### src/rtl/dmi_jtag_dtm_pkg.sv
// Shared DTM types: DMI request/response, DTM op and response codes, IR opcodes, TAP states, DTMCS layout.
// Optional IDCODE register controlled by DMI_JTAG_IDCODE_EN.
package dm;

   localparam int ABITS = 7;

   typedef enum logic [1:0] {
      DTM_NOP   = 2'd0,
      DTM_READ  = 2'd1,
      DTM_WRITE = 2'd2
   } dtm_op_e;

   localparam logic [1:0] DTM_SUCCESS = 2'd0;
   localparam logic [1:0] DTM_ERR     = 2'd2;
   localparam logic [1:0] DTM_BUSY    = 2'd3;

   typedef struct packed {
      logic [ABITS-1:0] addr;
      logic [1:0]       op;
      logic [31:0]      data;
   } dmi_req_t;

   typedef struct packed {
      logic [31:0] data;
      logic [1:0]  resp;
   } dmi_resp_t;

   localparam logic [4:0] IR_IDCODE    = 5'h01;
   localparam logic [4:0] IR_DTMCS     = 5'h10;
   localparam logic [4:0] IR_DMIACCESS = 5'h11;
   localparam logic [4:0] IR_BYPASS    = 5'h1f;
`ifdef DMI_JTAG_IDCODE_EN
   localparam logic [4:0] IR_RESET     = IR_IDCODE;
`else
   localparam logic [4:0] IR_RESET     = IR_BYPASS;
`endif

   localparam int         DTMCS_DMIRESET_BIT  = 16;
   localparam int         DTMCS_HARDRESET_BIT = 17;
   localparam logic [2:0] DTMCS_IDLE          = 3'd1;
   localparam logic [3:0] DTMCS_VERSION       = 4'd1;

   typedef enum logic [3:0] {
      TLR, RTI,
      SEL_DR, CAP_DR, SHIFT_DR, EXIT1_DR, PAUSE_DR, EXIT2_DR, UPD_DR,
      SEL_IR, CAP_IR, SHIFT_IR, EXIT1_IR, PAUSE_IR, EXIT2_IR, UPD_IR
   } tap_state_e;

   typedef enum logic [1:0] {
      DMI_IDLE = 2'd0,
      DMI_REQ  = 2'd1,
      DMI_WAIT = 2'd2
   } dmi_state_e;

   function automatic logic [31:0] dtmcs_capture(input logic [1:0] dmistat);
      return {14'b0, 1'b0, 1'b0, 1'b0, DTMCS_IDLE, dmistat, 6'(ABITS), DTMCS_VERSION};
   endfunction

   function automatic tap_state_e tap_next(input tap_state_e s, input logic tms);
      case (s)
         TLR:      return tms ? TLR      : RTI;
         RTI:      return tms ? SEL_DR   : RTI;
         SEL_DR:   return tms ? SEL_IR   : CAP_DR;
         CAP_DR:   return tms ? EXIT1_DR : SHIFT_DR;
         SHIFT_DR: return tms ? EXIT1_DR : SHIFT_DR;
         EXIT1_DR: return tms ? UPD_DR   : PAUSE_DR;
         PAUSE_DR: return tms ? EXIT2_DR : PAUSE_DR;
         EXIT2_DR: return tms ? UPD_DR   : SHIFT_DR;
         UPD_DR:   return tms ? SEL_DR   : RTI;
         SEL_IR:   return tms ? TLR      : CAP_IR;
         CAP_IR:   return tms ? EXIT1_IR : SHIFT_IR;
         SHIFT_IR: return tms ? EXIT1_IR : SHIFT_IR;
         EXIT1_IR: return tms ? UPD_IR   : PAUSE_IR;
         PAUSE_IR: return tms ? EXIT2_IR : PAUSE_IR;
         EXIT2_IR: return tms ? UPD_IR   : SHIFT_IR;
         default:  return tms ? SEL_DR   : RTI;
      endcase
   endfunction

endpackage

### src/rtl/dmi_jtag_dtm_tap.sv
// JTAG TAP sampled in clk: pin synchronizers, TCK edge detect, TAP FSM, IR, BYPASS/IDCODE, TDO mux.
// IDCODE register present only when DMI_JTAG_IDCODE_EN is defined.
module dmi_jtag_tap
   import dm::*;
#(
   parameter logic [31:0] IDCODE_VAL = 32'h1000_0001
) (
   input  logic clk,
   input  logic rst,
   input  logic tck_i,
   input  logic tms_i,
   input  logic td_i,
   input  logic trst_ni,
   output logic td_o,
   output logic tdo_oe_o,
   output logic tap_clear,
   output logic capture_dr,
   output logic shift_dr,
   output logic update_dr,
   output logic dtmcs_sel,
   output logic dmi_sel,
   output logic tdi,
   input  logic dtmcs_tdo,
   input  logic dmi_tdo
);

   logic [1:0]  tck_sync, tms_sync, td_sync, trst_sync;
   logic        tck_q, trst_q;
   tap_state_e  state, state_nxt;
   logic [4:0]  ir, ir_sr;
   logic        bypass_sr;
   logic [31:0] idcode_sr;
   logic        idcode_sel, tck_rise, tck_fall, trst_act, rise_ok, dr_tdo;

   // TRST synchronizer idles high so reset release does not look like a TRST assertion
   always_ff @(posedge clk) begin
      if (rst) begin
         tck_sync  <= 2'b00;
         tms_sync  <= 2'b00;
         td_sync   <= 2'b00;
         trst_sync <= 2'b11;
         tck_q     <= 1'b0;
         trst_q    <= 1'b1;
      end else begin
         tck_sync  <= {tck_sync[0], tck_i};
         tms_sync  <= {tms_sync[0], tms_i};
         td_sync   <= {td_sync[0], td_i};
         trst_sync <= {trst_sync[0], trst_ni};
         tck_q     <= tck_sync[1];
         trst_q    <= trst_sync[1];
      end
   end

   assign tck_rise  = tck_sync[1] & ~tck_q;
   assign tck_fall  = ~tck_sync[1] & tck_q;
   assign trst_act  = ~trst_sync[1];
   assign rise_ok   = tck_rise & ~trst_act;
   assign tdi       = td_sync[1];
   assign state_nxt = tap_next(state, tms_sync[1]);

   assign tap_clear  = (trst_act & trst_q) |
                       (rise_ok & (state != TLR) & (state_nxt == TLR));
   assign capture_dr = rise_ok & (state == CAP_DR);
   assign shift_dr   = rise_ok & (state == SHIFT_DR);
   assign update_dr  = rise_ok & (state == UPD_DR);
   assign tdo_oe_o   = (state == SHIFT_DR) | (state == SHIFT_IR);

   assign dtmcs_sel  = (ir == IR_DTMCS);
   assign dmi_sel    = (ir == IR_DMIACCESS);
`ifdef DMI_JTAG_IDCODE_EN
   assign idcode_sel = (ir == IR_IDCODE);
`else
   assign idcode_sel = 1'b0;
`endif

   assign dr_tdo = dmi_sel    ? dmi_tdo :
                   dtmcs_sel  ? dtmcs_tdo :
                   idcode_sel ? idcode_sr[0] : bypass_sr;

   always_ff @(posedge clk) begin
      if (rst) begin
         state     <= TLR;
         ir        <= IR_RESET;
         ir_sr     <= 5'd0;
         bypass_sr <= 1'b0;
         idcode_sr <= 32'd0;
         td_o      <= 1'b0;
      end else begin
         if (trst_act) begin
            state <= TLR;
            ir    <= IR_RESET;
         end else if (tck_rise) begin
            state <= state_nxt;
            if (state_nxt == TLR) ir <= IR_RESET;
            case (state)
               CAP_IR:   ir_sr <= 5'b00001;
               SHIFT_IR: ir_sr <= {tdi, ir_sr[4:1]};
               UPD_IR:   ir    <= ir_sr;
               CAP_DR: begin
                  bypass_sr <= 1'b0;
                  idcode_sr <= IDCODE_VAL | 32'h1;
               end
               SHIFT_DR: begin
                  bypass_sr <= tdi;
                  idcode_sr <= {tdi, idcode_sr[31:1]};
               end
               default: ;
            endcase
         end
         if (tck_fall) begin
            case (state)
               SHIFT_IR: td_o <= ir_sr[0];
               SHIFT_DR: td_o <= dr_tdo;
               default:  td_o <= 1'b0;
            endcase
         end
      end
   end

endmodule

### src/rtl/dmi_jtag_dtm.sv
// RISC-V JTAG DTM top: DTMCS and DMIACCESS registers, DMI request FSM and sticky error state.
// Build option DMI_JTAG_IDCODE_EN enables the IDCODE DR inside the TAP.
module dmi_jtag_dtm
   import dm::*;
#(
   parameter logic [31:0] IDCODE_VAL = 32'h1000_0001
) (
   input  logic      clk,
   input  logic      rst,
   input  logic      tck_i,
   input  logic      tms_i,
   input  logic      td_i,
   input  logic      trst_ni,
   output logic      td_o,
   output logic      tdo_oe_o,
   output logic      dbg_dmi_clear_o,
   output dmi_req_t  dbg_dmi_req_o,
   output logic      dbg_dmi_req_valid_o,
   input  logic      dbg_dmi_req_ready_i,
   input  dmi_resp_t dbg_dmi_resp_i,
   input  logic      dbg_dmi_resp_valid_i,
   output logic      dbg_dmi_resp_ready_o
);

   logic        tap_clear, capture_dr, shift_dr, update_dr, dtmcs_sel, dmi_sel, tdi;
   logic [31:0] dtmcs_sr;
   logic [40:0] dmi_sr;
   dmi_state_e  dmi_state;
   logic [1:0]  sticky, cap_status;
   logic [6:0]  last_addr;
   logic [31:0] last_rdata;
   logic        hardreset, dmireset, dmi_clear, busy, is_access;

   dmi_jtag_tap #(.IDCODE_VAL(IDCODE_VAL)) u_tap (
      .clk        (clk),
      .rst        (rst),
      .tck_i      (tck_i),
      .tms_i      (tms_i),
      .td_i       (td_i),
      .trst_ni    (trst_ni),
      .td_o       (td_o),
      .tdo_oe_o   (tdo_oe_o),
      .tap_clear  (tap_clear),
      .capture_dr (capture_dr),
      .shift_dr   (shift_dr),
      .update_dr  (update_dr),
      .dtmcs_sel  (dtmcs_sel),
      .dmi_sel    (dmi_sel),
      .tdi        (tdi),
      .dtmcs_tdo  (dtmcs_sr[0]),
      .dmi_tdo    (dmi_sr[0])
   );

   assign hardreset  = update_dr & dtmcs_sel & dtmcs_sr[DTMCS_HARDRESET_BIT];
   assign dmireset   = update_dr & dtmcs_sel & dtmcs_sr[DTMCS_DMIRESET_BIT];
   assign dmi_clear  = tap_clear | hardreset;
   assign busy       = (dmi_state != DMI_IDLE);
   assign is_access  = (dmi_sr[1:0] == DTM_READ) || (dmi_sr[1:0] == DTM_WRITE);
   assign cap_status = (sticky != DTM_SUCCESS) ? sticky :
                       busy                    ? DTM_BUSY : DTM_SUCCESS;

   assign dbg_dmi_req_valid_o  = (dmi_state == DMI_REQ);
   assign dbg_dmi_resp_ready_o = (dmi_state == DMI_WAIT);

   always_ff @(posedge clk) begin
      if (rst) begin
         dtmcs_sr        <= 32'd0;
         dmi_sr          <= 41'd0;
         dmi_state       <= DMI_IDLE;
         sticky          <= DTM_SUCCESS;
         last_addr       <= 7'd0;
         last_rdata      <= 32'd0;
         dbg_dmi_req_o   <= '0;
         dbg_dmi_clear_o <= 1'b0;
      end else begin
         dbg_dmi_clear_o <= dmi_clear;

         if (dtmcs_sel && capture_dr)   dtmcs_sr <= dtmcs_capture(sticky);
         else if (dtmcs_sel && shift_dr) dtmcs_sr <= {tdi, dtmcs_sr[31:1]};

         if (dmi_sel && capture_dr)   dmi_sr <= {last_addr, last_rdata, cap_status};
         else if (dmi_sel && shift_dr) dmi_sr <= {tdi, dmi_sr[40:1]};

         // A clear aborts the transaction and takes priority over any Update-DR this cycle
         if (dmi_clear) begin
            dmi_state <= DMI_IDLE;
            sticky    <= DTM_SUCCESS;
         end else begin
            case (dmi_state)
               DMI_IDLE: ;
               DMI_REQ:  if (dbg_dmi_req_ready_i) dmi_state <= DMI_WAIT;
               DMI_WAIT: if (dbg_dmi_resp_valid_i) begin
                  last_rdata <= dbg_dmi_resp_i.data;
                  if (dbg_dmi_resp_i.resp != DTM_SUCCESS)
                     sticky <= (dbg_dmi_resp_i.resp == DTM_BUSY) ? DTM_BUSY : DTM_ERR;
                  dmi_state <= DMI_IDLE;
               end
               default:  dmi_state <= DMI_IDLE;
            endcase

            if (dmireset) sticky <= DTM_SUCCESS;

            // Reading status while busy makes the busy condition sticky
            if (dmi_sel && capture_dr && (sticky == DTM_SUCCESS) && busy)
               sticky <= DTM_BUSY;

            if (dmi_sel && update_dr && is_access) begin
               if (busy) begin
                  sticky <= DTM_BUSY;
               end else if (sticky == DTM_SUCCESS) begin
                  dbg_dmi_req_o <= '{addr: dmi_sr[40:34], op: dmi_sr[1:0], data: dmi_sr[33:2]};
                  last_addr     <= dmi_sr[40:34];
                  dmi_state     <= DMI_REQ;
               end
            end
         end
      end
   end

endmodule

### config.mk
export PLATFORM = sky130hd
export DESIGN_NAME = dmi_jtag_dtm
export DESIGN_NICKNAME = d
export VERILOG_FILES = /design/src/rtl/dmi_jtag_dtm_pkg.sv /design/src/rtl/dmi_jtag_dtm_tap.sv /design/src/rtl/dmi_jtag_dtm.sv
export SDC_FILE = /design/constraint.sdc
export NUM_CORES = 1
export LEC_CHECK = 0
export CAP_MARGIN = 20
export CORE_AREA = 5 5 127 129
export CTS_CLUSTER_SIZE = 20
export DETAILED_ROUTE_END_ITERATION = 6
export DIE_AREA = 0 0 132 134
export HOLD_SLACK_MARGIN = 0.1
export MAX_ROUTING_LAYER = met4
export PLACE_DENSITY = 0.85
export RECOVER_POWER = 50
export SYNTH_ARGS = -nofsm -noshare
export SYNTH_HDL_FRONTEND = slang
export SYNTH_HIERARCHICAL = 1
export SYNTH_SLANG_ARGS = --single-unit
### constraint.sdc
create_clock -name clk -period 2.25 [get_ports clk]
set_input_delay 0.45 -clock clk [delete_from_list [all_inputs] [get_ports clk]]
set_output_delay 0.45 -clock clk [all_outputs]
set_load 0.01 [all_outputs]
**Routing congestion map**

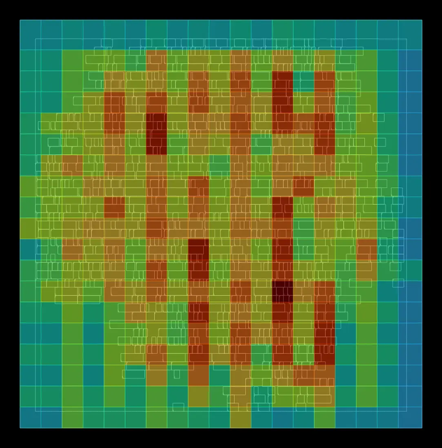
met3 global-route usage: 0.0386
global routing usage on met1: 0.238
met2 Resource Use GR: 0.310

**Cell sizes after repair**

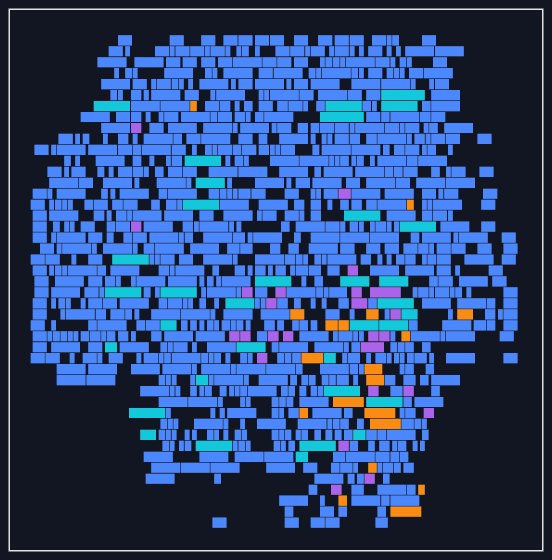
Key: purple = drive 3 to 4 [cells 25, share 2.7%]; orange = drive 2 [cells 19, share 2.1%]; blue = drive 1 or less [cells 837, share 91%]; cyan = drive 6 and up [cells 34, share 3.7%]
area growth from synthesis to layout: 23.5%
slack of the critical path: 0.112 ns

==> out/qor.rpt <==
===========================================================================
Run status ...................................................    completed
Placeable core region ........................................  14900 sq um
Vertical die dimension .......................................       134 um
Startpoint of the lowest-slack hold path ..................... u_tap/trst_sync[0]$_SDFF_PP1_
Transition at the pin with the smallest max-transition slack .     0.634 ns
Final-layout clock buffer total ..............................           17
Count of hold buffers inserted by post-cts repair ............            0
Peak supply drop .............................................   0.000485 V
Number of buffers on the longest clock path ..................            2
Antenna violations before repair .............................            0
Root buffer cell ............................................. sky130_fd_sc_hd__clkbuf_16
Dominant logic cell types in the final layout ................ sky130_fd_sc_hd__dfxtp_1, sky130_fd_sc_hd__nand2_1, sky130_fd_sc_hd__nor2_1
Horizontal die dimension .....................................       132 um
Fraction of synthesized area in multiplexers .................        0.114
Share of the final layout cell area in multi-input gates .....        0.382
Final worst clock skew .......................................   0.00738 ns
Clock network area share .....................................       0.0663
Critical path, cell by cell .................................. nand2b_1 -> o21ai_2 -> dlygate4sd2_1
Metal2 WL ....................................................      7990 um
Mi-comb count ................................................          584
Share of total power in combinational logic ..................        0.029
Count of non-CTS buffers in the layout .......................          115
Resize count post-CTS ........................................            9
TritonRoute pass-1 iters .....................................            4
Inverter count of the layout excluding clock inverters .......            7
Insertion delay at the late pin of the worst-skew pair .......      0.43 ns
Leakage ......................................................      3.43 nW
Count leader, synth .......................................... sky130_fd_sc_hd__dfxtp_1
Max frequency ................................................    0.468 GHz
Overall via count from detail_route ..........................         5911
Final setup TNS ..............................................         0 ns
Placed insts .................................................         1071
Standard-cell row count ......................................           45
Critical path startpoint category ............................    flip-flop
Synthesized-area fraction occupied by adder cells ............            0
Mean instance size in the synthesized netlist ................   8.73 sq um
Power share of the sequential group ..........................        0.501
Synthesis-stage register bit count ...........................          177
Hold Path Sink ............................................... u_tap/trst_sync[1]$_SDFF_PP1_
CP required ..................................................      1.80 ns
Worst setup EP type .......................................... primary output
Count of cell types in the netlist ...........................           48
Clock period minus final worst setup slack ...................      2.14 ns
Clk sink count ...............................................          177
Well tap count ...............................................          188
Number of buffers inserted during clock tree synthesis .......           17
Dominant combinational cell family by area after synthesis ... simple AND/OR/NAND/NOR gates
Estimated wirelength of the detail-placed design .............     10700 um
Register area share after synthesis ..........................        0.486
Post-detailed-route count of antenna-violating nets ..........            0
Worst hold slack .............................................     0.421 ns
Final Hold Viols .............................................            0
===========================================================================
## flip-flops by register name, indices dropped and copies added (netlist names), 4 cells and up
signal,count
u_tap/ir,5
dmi_sr,41
u_tap/ir_sr,5
u_tap/state,4
last_addr,7
last_rdata,32
dbg_dmi_req_o,34
dtmcs_sr,32
## power by group through the flow
| stage | combinational, W | sequential (W) | clock [W] |
|---|---|---|---|
| final | 0.000185 | 0.00315 | 0.00296 |
| after global routing | 0.000200 | 0.00315 | 0.00315 |
| after CTS | 0.000189 | 0.00315 | 0.00301 |
| after detailed placement | 0.000186 | 0.00322 | 0 |
| after global placement | 0.000186 | 0.00322 | 0 |
| after floorplan | 0.0000844 | 0.00322 | 0 |
## kinds of logic after synthesis
family	Yosys count
simple gates	345
mux	83
xor+xnor	3
compound gates	153
buf+inv	74
flops	177
Power figures rest on the tool's default switching activity, not on a simulated workload.
